met1.png
Scale bar: 20 um.
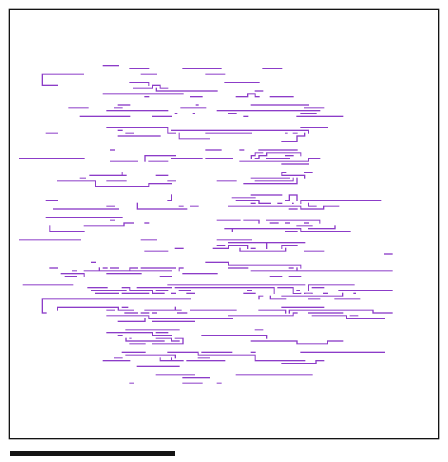
met2.png
Scale bar: 20 um. Cells faint in the background.
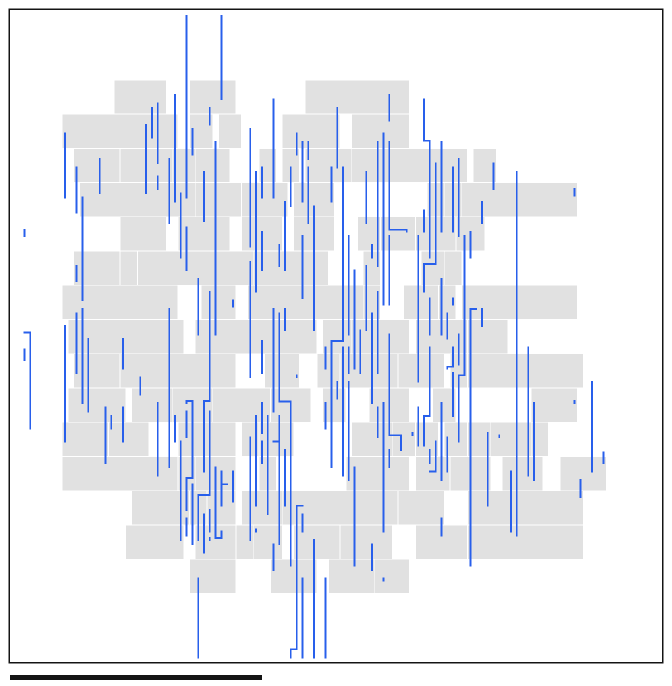
met3.png
Scale bar: 20 um. Cells faint in the background.
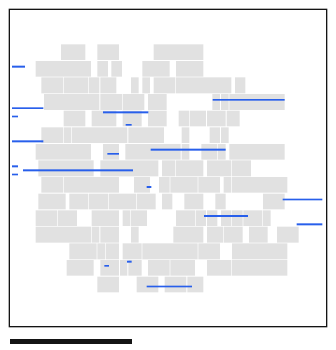
final_congestion.png
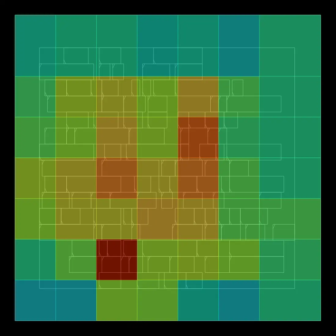
density.png
10 x 10 tiles, from white (low) to dark blue (high), 0 to 100% covered.
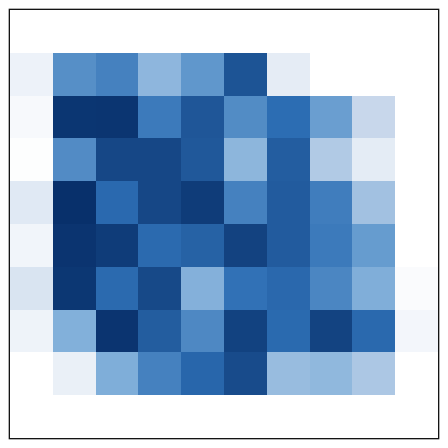
--- src/rtl/cnt_ctrl_pkg.sv ---
// Shared types and default sizes for the counter sequencer.
package cnt_ctrl_pkg;

    typedef enum logic [1:0] {
        ST_IDLE = 2'd0,
        ST_RUN  = 2'd1,
        ST_HOLD = 2'd2,
        ST_DONE = 2'd3
    } state_t;

    localparam int unsigned DEF_WIDTH   = 2;
    localparam int unsigned DEF_ROUND_W = 4;

endpackage

--- src/rtl/cnt_ctrl_core.sv ---
// Counter register with clear, enable and a terminal-count compare; it wraps to 0 when it is enabled at terminal count.
module cnt_core #(
    parameter int WIDTH = 2
) (
    input  logic             i_clk,
    input  logic             i_rst,
    input  logic             i_clr,
    input  logic             i_en,
    input  logic [WIDTH-1:0] i_limit,
    output logic [WIDTH-1:0] o_cnt,
    output logic             o_tc
);

    logic [WIDTH-1:0] r_cnt;

    always_ff @(posedge i_clk or posedge i_rst) begin
        if (i_rst) begin
            r_cnt <= '0;
        end else if (i_clr) begin
            r_cnt <= '0;
        end else if (i_en) begin
            r_cnt <= o_tc ? '0 : r_cnt + WIDTH'(1);
        end
    end

    assign o_cnt = r_cnt;
    assign o_tc  = (r_cnt == i_limit);

endmodule

--- src/rtl/cnt_ctrl.sv ---
// Start/pause/stop sequencer running 0..limit for a latched number of rounds, with registered busy and a one-cycle done pulse.
// CNT_CTRL_AUTORELOAD_EN: when it is defined, DONE re-enters RUN with the same latched parameters instead of returning to IDLE.
module cnt_ctrl
    import cnt_ctrl_pkg::*;
#(
    parameter int WIDTH   = DEF_WIDTH,
    parameter int ROUND_W = DEF_ROUND_W
) (
    input  logic               w_clk,
    input  logic               w_rst,
    input  logic               w_start,
    input  logic               w_stop,
    input  logic               w_pause,
    input  logic [WIDTH-1:0]   w_limit,
    input  logic [ROUND_W-1:0] w_rounds,
    output logic [WIDTH-1:0]   w_cnt,
    output logic               w_busy,
    output logic               w_done
);

    state_t             r_state;
    state_t             w_nxt;
    logic [WIDTH-1:0]   r_limit;
    logic [ROUND_W-1:0] r_rounds;
    logic [ROUND_W-1:0] r_round;
    logic               r_busy;
    logic               r_done;
    logic               w_tc;
    logic               w_last;
    logic               w_en;
    logic               w_clr;
    logic               w_busy_d;
    logic               w_done_d;

    assign w_last = (r_round == r_rounds - ROUND_W'(1));

    cnt_core #(.WIDTH(WIDTH)) u_core (
        .i_clk   (w_clk),
        .i_rst   (w_rst),
        .i_clr   (w_clr),
        .i_en    (w_en),
        .i_limit (r_limit),
        .o_cnt   (w_cnt),
        .o_tc    (w_tc)
    );

    always_ff @(posedge w_clk or posedge w_rst) begin
        if (w_rst) begin
            r_state <= ST_IDLE;
            r_busy  <= 1'b0;
            r_done  <= 1'b0;
        end else begin
            r_state <= w_nxt;
            r_busy  <= w_busy_d;
            r_done  <= w_done_d;
        end
    end

    always_comb begin
        w_nxt = r_state;
        case (r_state)
            ST_IDLE: if (w_start) w_nxt = ST_RUN;
            ST_RUN: begin
                if (w_stop)               w_nxt = ST_IDLE;
                else if (w_pause)         w_nxt = ST_HOLD;
                else if (w_tc && w_last)  w_nxt = ST_DONE;
            end
            ST_HOLD: begin
                if (w_stop)        w_nxt = ST_IDLE;
                else if (!w_pause) w_nxt = ST_RUN;
            end
`ifdef CNT_CTRL_AUTORELOAD_EN
            ST_DONE: w_nxt = ST_RUN;
`else
            ST_DONE: w_nxt = ST_IDLE;
`endif
            default: w_nxt = ST_IDLE;
        endcase
    end

    // Outputs are registered, so they are decoded from the next state.
    always_comb begin
        w_busy_d = (w_nxt == ST_RUN) || (w_nxt == ST_HOLD);
        w_done_d = (w_nxt == ST_DONE);
        w_en     = (r_state == ST_RUN) && !w_stop && !w_pause;
        w_clr    = (r_state == ST_IDLE) || (r_state == ST_DONE) ||
                   (((r_state == ST_RUN) || (r_state == ST_HOLD)) && w_stop);
    end

    always_ff @(posedge w_clk or posedge w_rst) begin
        if (w_rst) begin
            r_limit  <= '0;
            r_rounds <= ROUND_W'(1);
            r_round  <= '0;
        end else begin
            if ((r_state == ST_IDLE) && w_start) begin
                r_limit  <= w_limit;
                r_rounds <= (w_rounds == '0) ? ROUND_W'(1) : w_rounds;
            end
            if (w_clr) begin
                r_round <= '0;
            end else if (w_en && w_tc) begin
                r_round <= w_last ? '0 : r_round + ROUND_W'(1);
            end
        end
    end

    assign w_busy = r_busy;
    assign w_done = r_done;

endmodule
--- config.mk ---
export PLATFORM = sky130hd
export DESIGN_NAME = cnt_ctrl
export DESIGN_NICKNAME = d
export VERILOG_FILES = /design/src/rtl/cnt_ctrl_pkg.sv /design/src/rtl/cnt_ctrl_core.sv /design/src/rtl/cnt_ctrl.sv
export SDC_FILE = /design/constraint.sdc
export NUM_CORES = 1
export LEC_CHECK = 0
export CORE_MARGIN = 4
export CORE_UTILIZATION = 52
export DETAILED_ROUTE_END_ITERATION = 8
export PLACE_DENSITY = 0.77
export SKIP_CTS_REPAIR_TIMING = 1
export SYNTH_ARGS = -nofsm -noshare
export SYNTH_HDL_FRONTEND = slang
export SYNTH_SLANG_ARGS = --single-unit
--- constraint.sdc ---
create_clock -name w_clk -period 2.7 [get_ports w_clk]
set_clock_uncertainty 0.05 [all_clocks]
set_input_delay 0.54 -clock w_clk [delete_from_list [all_inputs] [get_ports w_clk]]
set_output_delay 0.54 -clock w_clk [all_outputs]
set_load 0.05 [all_outputs]
==> results_dict.tcl <==
# collected from the flow reports
set metrics [dict create \
    fmax_mhz 446.7 \
    synth_nets 111 \
    crit_type "flip-flop to output pin" \
    synth_top_cell_by_area "dfrtp_1" \
    antenna_found_initial 0 \
    cap_violations 0 \
    dp.cells 130 \
    drt-vias-per-instance 5.552 \
    route.met3.wl_um 89 \
    cts_buffers 3 \
    yosys_register_bits 16 \
    flops 16 \
    worstSetupEndpointType "output pin" \
    final-comb-area_um2 555.5 \
    ys_cells 93 \
    inverters 8 \
    comb_power_share_pct 49.1 \
    r2r_slack_ns 0.49 \
    die_x_um 51.79 \
    grt-ovfl-total 0 \
    r2r-end "w_busy" \
    async_flop_share_pct 100.0 \
    top_logic_kind "AND-OR/OR-AND gates" \
    endpoint "w_cnt[0]" \
    synth_cells 93 \
    ir_worst_vdd_mv 0.6569 \
    buffers 14 \
    outcome "complete, no violations" \
    met2_length_um 825 \
    drtIter0Drc 18 \
    r2r_start "r_rounds[0]" \
    drt_pre_antenna_iters 4 \
    ff_type "dfrtp_1" \
    power_density_nw_per_um2 894.1 \
    grt_max_degree 17 \
    top_power_group "combinational logic" \
    cts_sinks 16 \
    comb_area_share_pct 46.49 \
    portBuffers 14 \
    crit_path_start_kind "flip-flop" \
    simple_gate_area_share_pct 12.92 \
    setup_slack_ns 0.4615 \
    areaGrowthSynthToFinish_pct 19.82 \
    cp_slowest_cell "clkdlybuf4s50_1" \
    mux_share_pct 5.646 \
    drive_above_1_share_pct 16.51 \
    area_leaders "dfrtp_1 (38%), ha_1 (8.8%), mux2_2 (5.6%), xor2_1 (3.5%), a21oi_1 (3.0%)" \
    final_cells 134 \
    place_area_um2 1159 \
    top_cell_area_share_pct 37.64 \
    worst-slew-pin-transition_ns 0.5902 \
    route.top_layer_used "met4" \
    edf_count 0 \
    clock_latency_ns 0.30 \
    relSlewSlack_pct 60.61 \
    fin_area_um2 1195 \
    wl_met1_um 854 \
    switching_share_pct 41.55 \
    p_clk_share_pct 15.6 \
    startpoint "u_core.o_cnt[0]" \
    hpwlAfterDp_um 1395 \
    cts_root_buf "clkbuf_4" \
    hold-worst-slack_ns 0.4859 \
    tapCellCount 25 \
    period_needed_ns 2.238 \
    worstPathArrival_ns 1.65 \
    htreeDepth 1 \
    seq-cell-share_pct 33.61 \
]
Notes on met1.png above:
The longest straight run is 17.9 um. The layer holds 46% of the routed length. The layer carries 854 um of wire. 108 nets have wire on it. The wires run mostly horizontal.
drt total wl: 1854 um
via count: 744

Notes on met2.png above:
The layer carries 826 um of wire. 106 nets have wire on it. The longest straight run is 28.9 um. The wires run mostly vertical. The layer holds 45% of the routed length.
met2 Use GR: 23.09%

Notes on met3.png above:
The longest straight run is 17.7 um. 14 nets have wire on it. The layer holds 4.8% of the routed length. The layer carries 89.0 um of wire.
GR Util met3: 4.298%

Notes on final_congestion.png above:
post-layout util: 67.73%
Wirelength per Cell: 13.84 um
GRT Max-Usage Layer: met2

Notes on density.png above:
The mean over all tiles is 43%. The emptiest ninth of the die: top right. 30% of the tiles are nearly empty.
Initial Util: 56.52%
CORE AREA: 1764 um^2

